Figure 1. Cell placement (run 1).
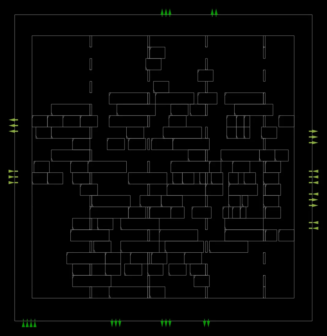
Figure 2. Layout detail (run 1).
Window x 43 to 63, y 45 to 65 um. Cells in grey, sequential cells in the stronger grey; small squares are vias.
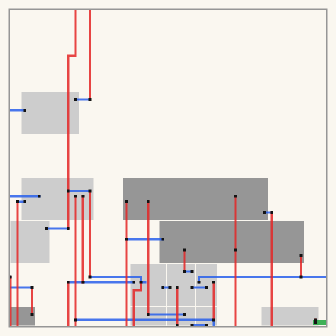
Figure 3. Sizing map (run 1).
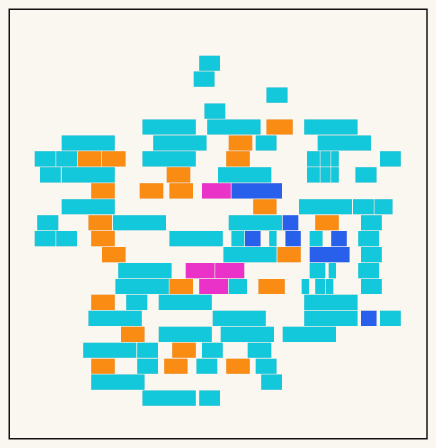
===== src/rtl/demux_1to4_fsm.sv =====
// demux_1to4_fsm: registered 1-to-4 demultiplexer sequenced by an IDLE/ROUTE/DONE(/WAIT) FSM
// Ports: clk, rst_n (async active-low); d/sel/i_vld request in, i_rdy = idle;
//        y0..y3 registered channel data; o_vld one-hot valid; o_ack per-channel ack.
// Build option DEMUX_ACK_EN: o_vld is held in WAIT until o_ack[sel_r], else o_vld is a 1-cycle pulse.
module demux_1to4_fsm #(
    parameter int WIDTH = 4
) (
    input  logic             clk,
    input  logic             rst_n,
    input  logic [WIDTH-1:0] d,
    input  logic [1:0]       sel,
    input  logic             i_vld,
    output logic             i_rdy,
    output logic [WIDTH-1:0] y0,
    output logic [WIDTH-1:0] y1,
    output logic [WIDTH-1:0] y2,
    output logic [WIDTH-1:0] y3,
    output logic [3:0]       o_vld,
    input  logic [3:0]       o_ack
);
`ifdef DEMUX_ACK_EN
    typedef enum logic [1:0] {IDLE = 2'd0, ROUTE = 2'd1, DONE = 2'd2, WAIT = 2'd3} state_t;
`else
    typedef enum logic [1:0] {IDLE = 2'd0, ROUTE = 2'd1, DONE = 2'd2} state_t;
`endif
    state_t           state, next;
    logic [WIDTH-1:0] d_r;
    logic [1:0]       sel_r;
    logic             take;
    assign i_rdy = (state == IDLE);
    assign take  = i_rdy && i_vld;
`ifdef DEMUX_ACK_EN
    // arm blocks the ack on the first WAIT cycle so o_vld is high for at least two cycles
    logic arm;
    logic release_ack;
    assign release_ack = arm && o_ack[sel_r];
    always_comb
        next = (state == IDLE)  ? (i_vld ? ROUTE : IDLE) :
               (state == ROUTE) ? DONE :
               (state == DONE)  ? WAIT :
                                  (release_ack ? IDLE : WAIT);
`else
    logic unused_ack;
    assign unused_ack = ^o_ack;
    always_comb
        next = (state == IDLE)  ? (i_vld ? ROUTE : IDLE) :
               (state == ROUTE) ? DONE :
                                  IDLE;
`endif
    always_ff @(posedge clk or negedge rst_n)
        if (!rst_n) state <= IDLE;
        else        state <= next;
    always_ff @(posedge clk or negedge rst_n)
        if (!rst_n) begin
            d_r   <= '0;
            sel_r <= '0;
            y0    <= '0;
            y1    <= '0;
            y2    <= '0;
            y3    <= '0;
            o_vld <= '0;
`ifdef DEMUX_ACK_EN
            arm   <= 1'b0;
`endif
        end else begin
            if (take) begin
                d_r   <= d;
                sel_r <= sel;
            end
            if (state == ROUTE && sel_r == 2'd0) y0 <= d_r;
            if (state == ROUTE && sel_r == 2'd1) y1 <= d_r;
            if (state == ROUTE && sel_r == 2'd2) y2 <= d_r;
            if (state == ROUTE && sel_r == 2'd3) y3 <= d_r;
`ifdef DEMUX_ACK_EN
            arm   <= (state == WAIT);
            o_vld <= (state == DONE) ? 4'(4'b0001 << sel_r) :
                     (state == IDLE || (state == WAIT && release_ack)) ? 4'b0000 : o_vld;
`else
            o_vld <= (state == DONE) ? 4'(4'b0001 << sel_r) :
                     (state == IDLE) ? 4'b0000 : o_vld;
`endif
        end
endmodule

===== config.mk =====
export PLATFORM = sky130hd
export DESIGN_NAME = demux_1to4_fsm
export DESIGN_NICKNAME = d
export VERILOG_FILES = /design/src/rtl/demux_1to4_fsm.sv
export SDC_FILE = /design/constraint.sdc
export NUM_CORES = 1
export LEC_CHECK = 0
export ABC_CLOCK_PERIOD_IN_PS = 1800
export CELL_PAD_IN_SITES_DETAIL_PLACEMENT = 0
export CELL_PAD_IN_SITES_GLOBAL_PLACEMENT = 2
export CORE_AREA = 4 4 67 69
export DETAILED_ROUTE_END_ITERATION = 16
export DIE_AREA = 0 0 71 73
export PLACE_DENSITY = 0.85
export REMOVE_ABC_BUFFERS = 1
export SLEW_MARGIN = 20
export SYNTH_ARGS = -nofsm -noshare
export SYNTH_HDL_FRONTEND = slang
export SYNTH_SLANG_ARGS = --single-unit

===== constraint.sdc =====
create_clock -name clk -period 1.8 [get_ports clk]
set_clock_uncertainty 0.2 [all_clocks]
set_input_delay 0.27 -clock clk [delete_from_list [all_inputs] [get_ports clk]]
set_output_delay 0.27 -clock clk [all_outputs]
set_load 0.02 [all_outputs]

==> results.md, run 1 <==
| Result | Value |
|:---|:---|
| Total area of multi-input combinational cells | 394.1 um2 |
| Post-detailed-placement half-perimeter wirelength | 1.621 mm |
| Cell family with the largest share of critical-path delay | buffers and inverters |
| Initial detailed-routing violation count | 29 |
| Post-synth tally of flip-flops with integrated enable | 0 |
| Number of global-route vias before repair | 737 |
| # hold bufs at CTS | 0 |
| Xor+xnor area frac | 0% |
| Non-Clock Inverter Count | 0 |
| Warning count from the yosys run | 0 |
| Number of cell instances after yosys synthesis | 73 |
| Sequential portion of the cell area | 45.53% |
| Number of failing setup endpoints in the final timing report | 0 |
| Final non-filler cell area | 0.001539 mm2 |
| Comb pwr | 0.991 mW |
| Highest routed metal layer | met4 |
| Filler cell count | 389 |
| Portion of total power attributed to combinational logic | 41.6% |
| Placement-stage cell area | 0.001485 mm2 |
| Tightest Pin Transition | 0.3416 ns |
| Distinct lib cells | 15 |
| Cell type taking the most area | registers |
| FF+latch count | 28 |
| Top cell type by instance count after synthesis | sky130_fd_sc_hd__dfrtp_1 |
| Power share of the sequential group | 42.9% |
| Hold Slack | 0.1783 ns |
| Storage cell area | 700.7 um2 |
| Global router's overall resource usage | 8.906% |
| DIE WIDTH | 71 um |
| Worst Path Arrival | 1.25 ns |
| Met3 routed WL | 120 um |
| Synth Instances | 73 |
| M1 GR Usage | 11.89% |
| Core area | 0.003914 mm2 |
| Flop and latch count out of synthesis | 28 |
| Area fraction in mux cells | 21.98% |
| Net Sw Power | 0.7797 mW |
| Post-route total power | 2.383 mW |
| Fraction of final layout cells with drive strength greater than 1 | 31.78% |
| Global-route wire length before repair | 3.657 mm |
| Endpoint of the most critical register-to-register path | y0[1]$_DFFE_PN0P_ |
| Clock distribution power | 0.371 mW |
| Length of routed wiring on met1 | 938 um |
| Critical path's largest stage delay | 0.61 ns |
| Core Density at Floorplan | 28.80% |
| Reg2reg path depth | 3 |
| Cell with the largest stage delay on the worst path | sky130_fd_sc_hd__clkdlybuf4s50_1 |
| Die area | 0.005183 mm2 |
| Buffers outside the clock class | 34 |
| Number of vias per cell | 4.369 |
| Clock network fraction of total power | 15.6% |
| Register-to-register setup slack | 0.17 ns |
| Number of logic gates | 41 |
| Sequential cell power | 1.02 mW |
| Synth Area in Adders | 0% |
| Critical path depth in cells | 1 |
| Antenna violations before repair | 0 |
| Post-synthesis sequential area ratio | 62.15% |
| Count of inserted tapcells | 50 |
| Top area cell types | sky130_fd_sc_hd__dfrtp_1, sky130_fd_sc_hd__mux2_2, sky130_fd_sc_hd__and4bb_2 |
| Proportion of synthesized flip-flops having asynchronous set or reset | 100.0% |
| R2r startpoint | state[1]$_DFF_PN0_ |
| Met2 Resource Use GR | 14.52% |
| Number of rows created at floorplan | 23 |
| Synth logic family | multiplexers |
| Fraction of standard cell area in multi-input logic | 25.61% |
| Number of nets in the layout | 121 |
| Cell Area, Synth | 0.001127 mm2 |
| Average cell area after synthesis | 15.44 um2 |
| Routed length per placed instance | 13.72 um |
| Number of buffers inserted by port buffering | 29 |
| AND-OR/OR-AND share of the synthesized area | 1.998% |
| Beginning of the critical path | y0[3]$_DFFE_PN0P_ |
| Max-cap viol count | 0 |
| Status | finished clean |
| Critical Path Sink | y0[3] |
| Count of unresolved DRC violations after routing | 0 |
| Antenna violation net count after detailed routing | 0 |
| Critical Path Fanout Max | 2 |
| Routed wire length | 2.154 mm |
| Number of buffers and inverters on the critical path | 1 |
| Class of the tightest hold or removal check | input pin to async pin |
| Overall die height | 73 um |
| Post-placement setup slack | 0.05979 ns |
| Power density of the placed cells | 1549 mW/mm2 |
| Clk Latency, worst-skew pair | 0.26 ns |
| Non-clk buf share | 21.22% |
| Clock slew seen by the registers of the worst setup and hold paths | 0.09 ns |
| Most frequent cells in the layout | sky130_fd_sc_hd__dfrtp_1, sky130_fd_sc_hd__clkdlybuf4s50_1, sky130_fd_sc_hd__mux2_2, sky130_fd_sc_hd__nand2_1, sky130_fd_sc_hd__buf_4 |
| Remaining global-route overflow | 0 |
| Critical path, cell by cell | clkdlybuf4s50_1 |
| Vias after detailed routing | 686 |
| Slack of the critical path | 0.08467 ns |
| Placer's final routability congestion estimate | 0.6414 |
| Inst Count DP | 153 |
| Setup repair after global routing missed its margin | false |
| Detailed-routed wire length on met2 | 1.088 mm |
| Post-layout period usage of the worst path | 95.30% |
| Cell taking the most area after synthesis | sky130_fd_sc_hd__dfrtp_1 |
| Antenna Diode Count | 0 |
| Synth top area share | 62.15% |
| Type of the setup path with the least slack | flip-flop to output port |
| Met3 track demand over resource in global routing | 2.479% |
| Cell internal pwr | 1.603 mW |
| Endpoint type of the worst setup path | output port |
| Relative max-transition margin | 77.13% |
| Final count of pins violating max slew | 0 |
| Gates resized, CTS repair | 1 |
| Largest buffer count on any clock path | 2 |
| Switching power as a share of total power | 32.72% |
| Most frequent cells after synthesis | sky130_fd_sc_hd__dfrtp_1, sky130_fd_sc_hd__mux2_2, sky130_fd_sc_hd__nand2_1 |
| Peak VDD IR | 860.6 uV |
| Drt pass-1 iters | 4 |
| Stage-log warning count | 29 |
| Fin Setup TNS | 0 ns |
| H-tree level count | 1 |
Back to the opening pictures, Figure 1:
final std cells w/o fill: 157
post-layout util: 39.32%

Back to the opening pictures, Figure 2:
layer	colour
met1	blue
met2	red
met3	green
cells with their middle in the window	8
netlist names of flops here include	o_vld (2)
most frequent	dfrtp_1 (2), clkdlybuf4s50_1 (2)
sequential cells in the window	2

Back to the opening pictures, Figure 3:
size	colour	cells	share
drive 6 and up	magenta	4	3.7%
drive 3 to 4	blue	7	6.5%
drive 1 or less	cyan	73	68%
drive 2	orange	23	21%

Figure 4. Pin placement (run 1).
Bar = 20 um. Pins as bars across the die edge, other pins in grey.
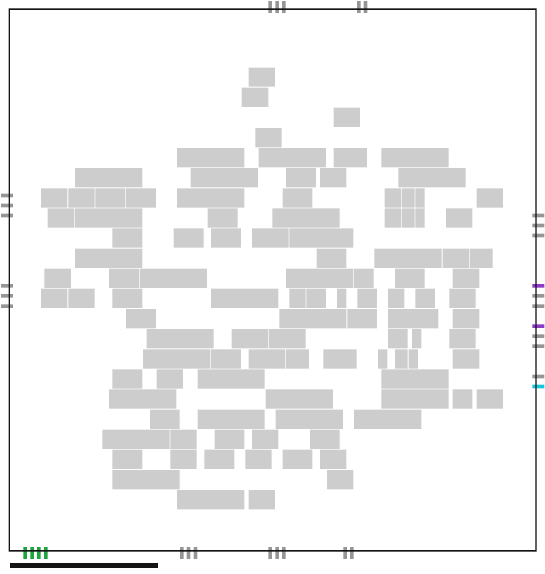

==> run 2, diff against run 1 <==
==> config.mk (replaced) <==
export PLATFORM = sky130hd
export DESIGN_NAME = demux_1to4_fsm
export DESIGN_NICKNAME = d
export VERILOG_FILES = /design/src/rtl/demux_1to4_fsm.sv
export SDC_FILE = /design/constraint.sdc
export NUM_CORES = 1
export LEC_CHECK = 0
export ABC_CLOCK_PERIOD_IN_PS = 1800
export CORE_AREA = 4 4 73 75
export DETAILED_ROUTE_END_ITERATION = 16
export DIE_AREA = 0 0 77 79
export PLACE_DENSITY = 0.58
export REMOVE_ABC_BUFFERS = 1
export SETUP_SLACK_MARGIN = 0.02
export SLEW_MARGIN = 20
export SYNTH_ARGS = -nofsm -noshare
export SYNTH_HDL_FRONTEND = slang
export SYNTH_SLANG_ARGS = --single-unit
Figure 5. Pin placement (run 2).
Bar = 20 um. Pins as bars across the die edge, other pins in grey.
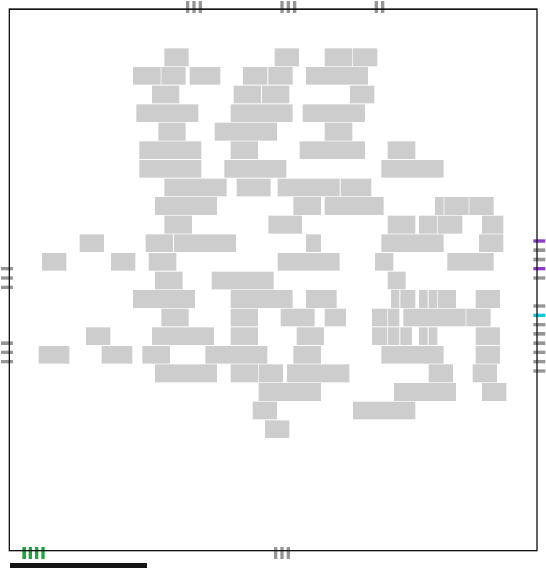
port	colour	pins	direction	edge
clk	cyan	1	input	right
sel	purple	2	input	right
o_ack	green	4	input	bottom
all pins by edge	13 right, 8 top, 7 bottom, 6 left
number of buffers inserted by port buffering: 29
overall die height: 79 um
DIE WIDTH: 77 um

==> run 2 against run 1 <==
  * Sequential power is essentially flat
  * Cell area shrank 0.98%
  * Count of clock-buffer cells in the layout down 1
  * Sequential share of layout area grew 0.53 points
  * Die area grew 17%
  * Synthesized area is the same
  * Wire length grew 12%
  * Register-to-register slack barely moved
  * Critical path depth did not move
  * Largest power group unchanged
  * Highest routed layer unchanged
==> results.md, run 2 <==
| Result | Value | Delta |
|:---|:---|:---|
| Status | finished clean | unchanged |
| Post-detailed-placement half-perimeter wirelength | 1.825 mm | was 1.621 mm |
| Xor+xnor area frac | 0% | unchanged |
| Stage-log warning count | 29 | unchanged |
| Cell Area, Synth | 0.001127 mm2 | unchanged |
| Final std cells w/o fill | 158 | was 157 |
| Register-to-register setup slack | 0.18 ns | was 0.17 ns |
| Fraction of standard cell area in multi-input logic | 25.86% | was 25.61% |
| TritonCTS buffer count | 3 | unchanged |
| Placer's final routability congestion estimate | 0.7023 | was 0.6414 |
| Portion of total power attributed to combinational logic | 41.2% | was 41.6% |
| Synth top area share | 62.15% | unchanged |
| Number of global-route vias before repair | 789 | was 737 |
| Vias after detailed routing | 696 | was 686 |
| Number of rows created at floorplan | 25 | was 23 |
| Count of unresolved DRC violations after routing | 0 | unchanged |
| Antenna violation net count after detailed routing | 0 | unchanged |
| Highest routed metal layer | met4 | unchanged |
| Post-route total power | 2.337 mW | was 2.383 mW |
| Top cell type by instance count after synthesis | sky130_fd_sc_hd__dfrtp_1 | unchanged |
| Dominant logic cell type in the layout | sky130_fd_sc_hd__dfrtp_1 |  |
| R2r startpoint | state[0]$_DFF_PN0_ | was state[1]$_DFF_PN0_ |
| Critical path depth in cells | 1 | unchanged |
| CP startpoint kind | flip-flop | unchanged |
| AND-OR/OR-AND share of the synthesized area | 1.998% | unchanged |
| Area Overhead vs Synth | 35.18% | was 36.52% |
| Synth logic family | multiplexers | unchanged |
| Placement-stage cell area | 0.001475 mm2 | was 0.001485 mm2 |
| Filler cell count | 454 | was 389 |
| Cell taking the most area after synthesis | sky130_fd_sc_hd__dfrtp_1 | unchanged |
| Cell with the largest stage delay on the worst path | sky130_fd_sc_hd__clkdlybuf4s50_1 | unchanged |
| Endpoint type of the worst setup path | output port | unchanged |
| Net Sw Power | 0.7924 mW | was 0.7797 mW |
| Type of the setup path with the least slack | flip-flop to output port | unchanged |
| Class of the tightest hold or removal check | input pin to async pin | unchanged |
| Count of inserted tapcells | 54 | was 50 |
| Max-cap viol count | 0 | unchanged |
| CP Data Required Time | 1.33 ns | about the same |
| Peak VDD IR | 550.8 uV | was 860.6 uV |
| Met2 Resource Use GR | 14.46% | was 14.52% |
| Post-synthesis sequential area ratio | 62.15% | unchanged |
| Distinct lib cells | 15 | unchanged |
| Tmin final | 1.720 ns | was 1.715 ns |
| Number of vias per cell | 4.405 | was 4.369 |
| Setup repair after global routing missed its margin | false | unchanged |
| Average cell area after synthesis | 15.44 um2 | unchanged |
| Core area | 0.004661 mm2 | was 0.003914 mm2 |
| Number of nets in the layout | 119 | was 121 |
| Proportion of synthesized flip-flops having asynchronous set or reset | 100.0% | unchanged |
| Number of failing setup endpoints in the final timing report | 0 | unchanged |
| Comb pwr | 0.963 mW | was 0.991 mW |
| Switching power as a share of total power | 33.91% | was 32.72% |
| Met3 routed WL | 147 um | was 120 um |
| Largest buffer count on any clock path | 2 | unchanged |
| Final non-filler cell area | 0.001524 mm2 | was 0.001539 mm2 |
| Inst Count DP | 155 | was 153 |
| Antenna violations before repair | 0 | unchanged |
| Fin Setup TNS | 0 ns | unchanged |
| Detailed-routed wire length on met2 | 1.161 mm | was 1.088 mm |
| Hold Slack | 0.1778 ns | was 0.1783 ns |
| # hold bufs at CTS | 0 | unchanged |
| Count of clock tree sinks | 28 | unchanged |
| Post-synth tally of flip-flops with integrated enable | 0 | unchanged |
| Critical Path Sink | y1[2] | was y0[3] |
| Non-clk buf share | 20.94% | was 21.22% |
| Final count of pins violating max slew | 0 | unchanged |
| Reg2reg path depth | 3 | unchanged |
| Cell family with the largest share of critical-path delay | buffers and inverters | unchanged |
| Gates resized, CTS repair | 2 | was 1 |
| Top area cell types | sky130_fd_sc_hd__dfrtp_1, sky130_fd_sc_hd__mux2_2, sky130_fd_sc_hd__and4bb_2 | unchanged |
| Leakage power summed over all cells | 0.6493 nW | was 0.6365 nW |
| FF+latch count | 28 | unchanged |
| I/O Pins | 34 | unchanged |
| Most used routing layer | met2 | unchanged |
| Sequential portion of the cell area | 46.06% | was 45.53% |
| Worst Path Arrival | 1.25 ns | about the same |
| Flop and latch count out of synthesis | 28 | unchanged |
| Heaviest power group | registers | unchanged |
| Clock network fraction of total power | 14.0% | was 15.6% |
| Clock slew seen by the registers of the worst setup and hold paths | 0.09 ns | about the same |
| Post-CTS Setup Repair Bufs | 0 | unchanged |
| Drt pass-1 iters | 4 | unchanged |
| H-tree level count | 1 | unchanged |
| Most frequent cells after synthesis | sky130_fd_sc_hd__dfrtp_1, sky130_fd_sc_hd__mux2_2, sky130_fd_sc_hd__nand2_1 | unchanged |
| Synth Area in Adders | 0% | unchanged |
| Core Density at Floorplan | 24.19% | was 28.80% |
| Length of routed wiring on met1 | 1.090 mm | was 938 um |
| TritonCTS clock tree | done | unchanged |
| Share of synthesized cell area in and, or, nand and nor gates | 10.99% | unchanged |
| Hold Violations, Final | 0 | unchanged |
| Antenna Diode Count | 0 | unchanged |
| Remaining global-route overflow | 0 | unchanged |
| M1 GR Usage | 10.67% | was 11.89% |
| Die area | 0.006083 mm2 | was 0.005183 mm2 |
| Met3 track demand over resource in global routing | 3.288% | was 2.479% |
| Critical Path Fanout Max | 2 | unchanged |
| Most frequent cells in the layout | sky130_fd_sc_hd__dfrtp_1, sky130_fd_sc_hd__clkdlybuf4s50_1, sky130_fd_sc_hd__mux2_2, sky130_fd_sc_hd__nand2_1 | was sky130_fd_sc_hd__dfrtp_1, sky130_fd_sc_hd__clkdlybuf4s50_1, sky130_fd_sc_hd__mux2_2, sky130_fd_sc_hd__nand2_1, sky130_fd_sc_hd__buf_4 |
| Pin count of the biggest net entering global routing | 29 | unchanged |
| Synthesis area per yosys | 0.001127 mm2 | unchanged |
| Buffers outside the clock class | 32 | was 34 |
| Power density of the placed cells | 1533 mW/mm2 | was 1549 mW/mm2 |
| Clkbuf count | 3 | was 4 |
| Fraction of final layout cells with drive strength greater than 1 | 30.77% | was 31.78% |
| Non-Clock Inverter Count | 0 | unchanged |
| Slack of the critical path | 0.08028 ns | was 0.08467 ns |
| Number of cell instances after yosys synthesis | 73 | unchanged |
| Critical path, cell by cell | clkdlybuf4s50_1 | unchanged |
| Global router's overall resource usage | 8.760% | was 8.906% |
| Clock tree cell share of total cell area | 2.709% | was 3.577% |
| Critical path's largest stage delay | 0.61 ns | about the same |
| Clock distribution power | 0.326 mW | was 0.371 mW |
| Routed wire length | 2.408 mm | was 2.154 mm |
| Clk Latency, worst-skew pair | 0.27 ns | was 0.26 ns |
| Beginning of the critical path | y1[2]$_DFFE_PN0P_ | was y0[3]$_DFFE_PN0P_ |
| Number of buffers and inverters on the critical path | 1 | unchanged |
| Initial detailed-routing violation count | 57 | was 29 |
| Storage cell area | 701.9 um2 | was 700.7 um2 |
| Cell type taking the most area | registers | unchanged |
| Number of logic gates | 41 | unchanged |
| CTS root buffer | sky130_fd_sc_hd__clkbuf_8 | unchanged |
| Area fraction in mux cells | 21.98% | unchanged |
| Synth Instances | 73 | unchanged |
| Most used flip-flop cell | sky130_fd_sc_hd__dfrtp_1 | unchanged |
| Max frequency | 581.5 MHz | was 583.0 MHz |
| Warning count from the yosys run | 0 | unchanged |
| Post-layout period usage of the worst path | 95.54% | was 95.30% |
| Cell internal pwr | 1.545 mW | was 1.603 mW |
| Total area of multi-input combinational cells | 394.1 um2 | unchanged |
| Power share of the sequential group | 44.8% | was 42.9% |
| Relative max-transition margin | 75.65% | was 77.13% |
| Tightest Pin Transition | 0.3637 ns | was 0.3416 ns |
| Endpoint of the most critical register-to-register path | y1[3]$_DFFE_PN0P_ | was y0[1]$_DFFE_PN0P_ |
| Global-route wire length before repair | 4.133 mm | was 3.657 mm |
| Sequential cell power | 1.05 mW | was 1.02 mW |
| Post-placement setup slack | 0.05058 ns | was 0.05979 ns |
| Post-layout util | 32.70% | was 39.32% |
| Routed length per placed instance | 15.24 um | was 13.72 um |
Power is estimated from default activity; no workload was simulated.
